<file path="config.mk">
export PLATFORM = sky130hd
export DESIGN_NAME = shift_rate_ctrl
export DESIGN_NICKNAME = d
export VERILOG_FILES = /design/src/rtl/speed_pkg.sv /design/src/rtl/shift_rate_ctrl_tick_gen.sv /design/src/rtl/shift_rate_ctrl.sv
export SDC_FILE = /design/constraint.sdc
export NUM_CORES = 1
export LEC_CHECK = 0
export CORE_MARGIN = 10
export CORE_UTILIZATION = 35
export DETAILED_ROUTE_END_ITERATION = 16
export GPL_TIMING_DRIVEN = 1
export PLACE_DENSITY = 0.62
export SLEW_MARGIN = 20
export SYNTH_ARGS = -nofsm -noshare
export SYNTH_HDL_FRONTEND = slang
export SYNTH_HIERARCHICAL = 1
export SYNTH_SLANG_ARGS = --single-unit
</file>
<file path="constraint.sdc">
create_clock -name clock -period 3.7 [get_ports clock]
set_clock_uncertainty 0.2 [all_clocks]
set_input_delay 0.74 -clock clock [delete_from_list [all_inputs] [get_ports clock]]
set_output_delay 0.74 -clock clock [all_outputs]
set_load 0.1 [all_outputs]
</file>
<file path="src/rtl/speed_pkg.sv">
// Shared constants for the shift-command interface between the master FSM and shift_rate_ctrl.
// Defaults for the tick rate plus bit positions inside the 4-bit command vector.
package speed_pkg;

  localparam int BASE_PERIOD_DEF = 16;
  localparam int MAX_EXP_DEF     = 7;
  localparam int INIT_EXP_DEF    = 3;

  localparam int CMD_W  = 4;
  localparam int CMD_L1 = 0;
  localparam int CMD_L2 = 1;
  localparam int CMD_R1 = 2;
  localparam int CMD_R2 = 3;

  typedef logic [CMD_W-1:0] cmd_t;

  // More than one bit set means the master issued conflicting commands on one edge.
  function automatic logic cmd_multi(input cmd_t c);
    return (c & (c - cmd_t'(1))) != '0;
  endfunction

endpackage

</file>
<file path="src/rtl/shift_rate_ctrl_tick_gen.sv">
// Period down-pacing counter: one-cycle tick every `period` cycles, restartable.
// A restart clears the count and suppresses any coincident terminal tick.
module tick_gen
#(
  parameter int CNT_W = 24
)(
  input  logic             clock,
  input  logic             reset,
  input  logic [CNT_W-1:0] period,
  input  logic             restart,
  output logic             tick
);

  logic [CNT_W-1:0] cnt;
  logic             terminal;

  assign terminal = (cnt == (period - CNT_W'(1)));

  always_ff @(posedge clock or negedge reset) begin
    if (!reset) begin
      cnt  <= '0;
      tick <= 1'b0;
    end else if (restart) begin
      cnt  <= '0;
      tick <= 1'b0;
    end else if (terminal) begin
      cnt  <= '0;
      tick <= 1'b1;
    end else begin
      cnt  <= cnt + CNT_W'(1);
      tick <= 1'b0;
    end
  end

endmodule

</file>
<file path="src/rtl/shift_rate_ctrl.sv">
// Rate exponent control: edge-detects shift commands, updates exp/period, flags conflicts.
// Build option SHIFT_WRAP_EN: exponent arithmetic wraps modulo MAX_EXP+1 instead of saturating.
module shift_rate_ctrl
  import speed_pkg::*;
#(
  parameter int CNT_W       = 24,
  parameter int EXP_W       = 3,
  parameter int BASE_PERIOD = BASE_PERIOD_DEF,
  parameter int MAX_EXP     = MAX_EXP_DEF,
  parameter int INIT_EXP    = INIT_EXP_DEF
)(
  input  logic             clock,
  input  logic             reset,
  input  logic             shift_left_1,
  input  logic             shift_left_2,
  input  logic             shift_right_1,
  input  logic             shift_right_2,
  output logic [EXP_W-1:0] exp,
  output logic [CNT_W-1:0] period,
  output logic             tick,
  output logic             cmd_err
);

  // Two extra bits so exp+2 at the top and exp-2 at zero are both representable.
  localparam int SUM_W = EXP_W + 2;

  localparam logic signed [SUM_W-1:0] D_P1   = SUM_W'(1);
  localparam logic signed [SUM_W-1:0] D_P2   = SUM_W'(2);
  localparam logic signed [SUM_W-1:0] D_M1   = SUM_W'(-1);
  localparam logic signed [SUM_W-1:0] D_M2   = SUM_W'(-2);
  localparam logic signed [SUM_W-1:0] ZERO_S = '0;
  localparam logic signed [SUM_W-1:0] MAX_S  = SUM_W'(MAX_EXP);
`ifdef SHIFT_WRAP_EN
  localparam logic signed [SUM_W-1:0] MOD_S  = SUM_W'(MAX_EXP + 1);
`endif

  localparam logic [EXP_W-1:0] INIT_EXP_V  = EXP_W'(INIT_EXP);
  localparam logic [CNT_W-1:0] INIT_PERIOD = CNT_W'(BASE_PERIOD) << INIT_EXP;

  cmd_t                     cmd;
  cmd_t                     cmd_q;
  cmd_t                     rise;
  logic                     multi;
  logic                     single;
  logic signed [SUM_W-1:0]  delta;
  logic signed [SUM_W-1:0]  sum;
  logic signed [SUM_W-1:0]  target;
  logic        [EXP_W-1:0]  exp_nxt;
  logic                     changed;

  always_comb begin
    cmd         = '0;
    cmd[CMD_L1] = shift_left_1;
    cmd[CMD_L2] = shift_left_2;
    cmd[CMD_R1] = shift_right_1;
    cmd[CMD_R2] = shift_right_2;
  end

  assign rise   = cmd & ~cmd_q;
  assign multi  = cmd_multi(rise);
  assign single = (rise != '0) && !multi;

  always_comb begin
    delta = ZERO_S;
    if (rise[CMD_L1])      delta = D_P1;
    else if (rise[CMD_L2]) delta = D_P2;
    else if (rise[CMD_R1]) delta = D_M1;
    else if (rise[CMD_R2]) delta = D_M2;
  end

  assign sum = $signed({2'b00, exp}) + delta;

  always_comb begin
    target = sum;
`ifdef SHIFT_WRAP_EN
    if (sum > MAX_S)       target = sum - MOD_S;
    else if (sum < ZERO_S) target = sum + MOD_S;
`else
    if (sum > MAX_S)       target = MAX_S;
    else if (sum < ZERO_S) target = ZERO_S;
`endif
  end

  assign exp_nxt = target[EXP_W-1:0];
  // A saturated no-op must not restart the tick counter.
  assign changed = single && (exp_nxt != exp);

  always_ff @(posedge clock or negedge reset) begin
    if (!reset) begin
      cmd_q   <= '0;
      exp     <= INIT_EXP_V;
      period  <= INIT_PERIOD;
      cmd_err <= 1'b0;
    end else begin
      cmd_q   <= cmd;
      cmd_err <= multi;
      if (changed) begin
        exp    <= exp_nxt;
        period <= CNT_W'(BASE_PERIOD) << exp_nxt;
      end
    end
  end

  tick_gen #(
    .CNT_W (CNT_W)
  ) u_tick_gen (
    .clock   (clock),
    .reset   (reset),
    .period  (period),
    .restart (changed),
    .tick    (tick)
  );

endmodule
</file>
==> flow_metrics.env <==
# implementation run metrics
export IMPL_total_leakage_power_uw=0.00176
export IMPL_netlist_area_um2=3270
export IMPL_final_critical_path_setup_slack_ps=196
export IMPL_number_of_remaining_drc_errors=0
export IMPL_chip_area_um2=13600
export IMPL_yosys_stat_area_um2=3270
export IMPL_area_combinational_um2=2310
export IMPL_run_status="complete, no violations"
export IMPL_hp_class="reg2reg"
export IMPL_synth_cells=362
export IMPL_timing_rr_end="u_tick_gen/tick"
export IMPL_cp_num_cells=13
export IMPL_core_area_um2=9150
export IMPL_cts_tree="yes"
export IMPL_post_synth_cell_area_avg_um2=9.02
export IMPL_final_max_tran_viols=0
export IMPL_total_clock_network_power_uw=379
export IMPL_hpwlAfterDp_mm=5.98
export IMPL_finalSetupViolations=0
export IMPL_largest_delay_contributor_family_on_the_critical_path="buffers and inverters"
export IMPL_cp_start_kind="primary input"
export IMPL_final_cell_area_um2=3970
export IMPL_seq_cell_share_pct=25.9
export IMPL_sw_frac_of_total_pct=50.0
export IMPL_holdCritStartpoint="exp[0]"
export IMPL_final_nets=471
export IMPL_pg_seq_uw=665
export IMPL_antenna_found_initial=0
export IMPL_detail_route_antenna_nets=0
export IMPL_fin_crit_period_ps=3500
export IMPL_post_route_cells_drive_above_1_share_pct=14.4
export IMPL_largest_area_cell="sky130_fd_sc_hd__dfrtp_1"
export IMPL_clock_buffer_count=6
export IMPL_required_time_at_the_worst_slack_endpoint_ps=3710
export IMPL_final_layout_top_logic_cell="sky130_fd_sc_hd__conb_1"
export IMPL_yosysTopAreaCellShare_pct=29.1
export IMPL_tapcell_inserted=111
export IMPL_yosys_cell_types_count=69
export IMPL_die_y_um=117
export IMPL_synth_simple_gate_area_share_pct=27.3
export IMPL_worst_setup_path_type="in2reg"
export IMPL_grt_busiest_layer="met2"
export IMPL_topCellsByArea="sky130_fd_sc_hd__dfrtp_1, sky130_fd_sc_hd__xnor2_1, sky130_fd_sc_hd__xor2_1"
export IMPL_synth_adder_area_share_pct=2.91
Fig. 1: track usage over the die
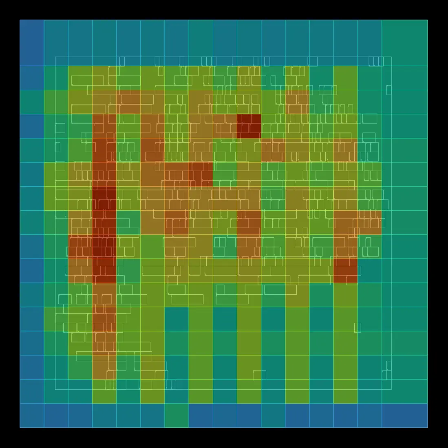
global routing usage on met1: 13.2%
wire per inst: 13.3 µm
GR met2 Demand/Resource: 21.1%
global-route met3 utilization: 2.57%
total track usage: 11.6%

Fig. 2: routed metal per tile
Bar = 20 µm. The die is cut into 23 by 23 equal tiles; black is low, pale yellow is high, scaled to the fullest tile. Values are wire area over tile area, all layers added.
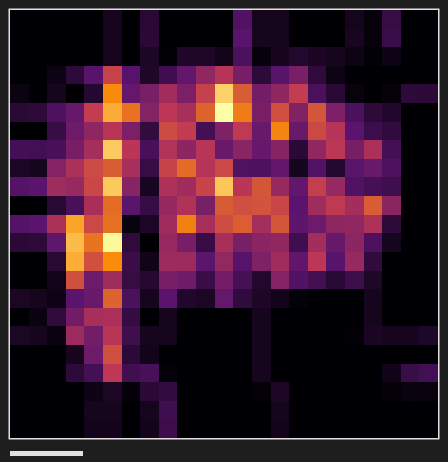
tiles over half the peak: 10%
nearly empty tiles: 37%
densest ninth of the die: center
mean over tiles: 0.086
overall routed net length: 7.60 mm
DR vias: 2740

Fig. 3: met1 routing
Bar = 20 µm.
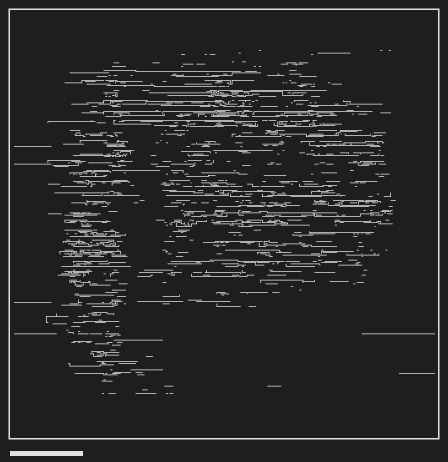
share of all routed wire: 43%
main direction: horizontal
wire length on this layer: 3240 µm
longest straight run: 32.2 µm
nets with wire on the layer: 437

Fig. 4: signal wires on met2
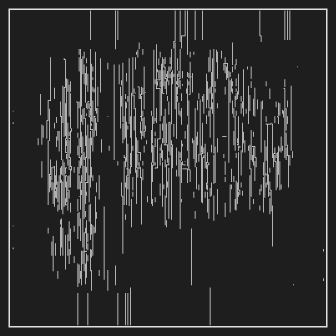
wire length on this layer: 4030 µm
main direction: vertical
share of all routed wire: 53%
longest straight run: 40.8 µm
nets with wire on the layer: 390

Fig. 5: cell density map
Bar = 20 µm. The die is cut into 12 by 12 equal tiles; black is low, pale yellow is high, 0 to 100% covered.
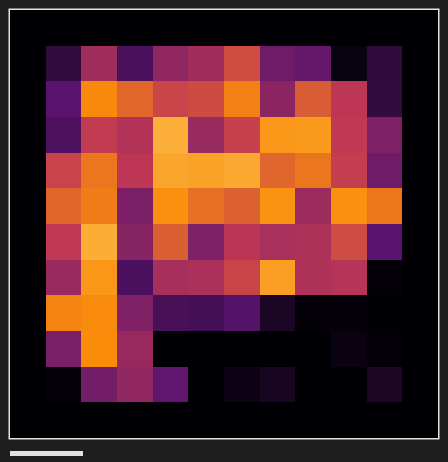
nearly empty tiles: 40%
emptiest ninth of the die: south-east
densest ninth of the die: center
effective utilization at floorplan: 35.7%
Finished Core Util: 43.4%

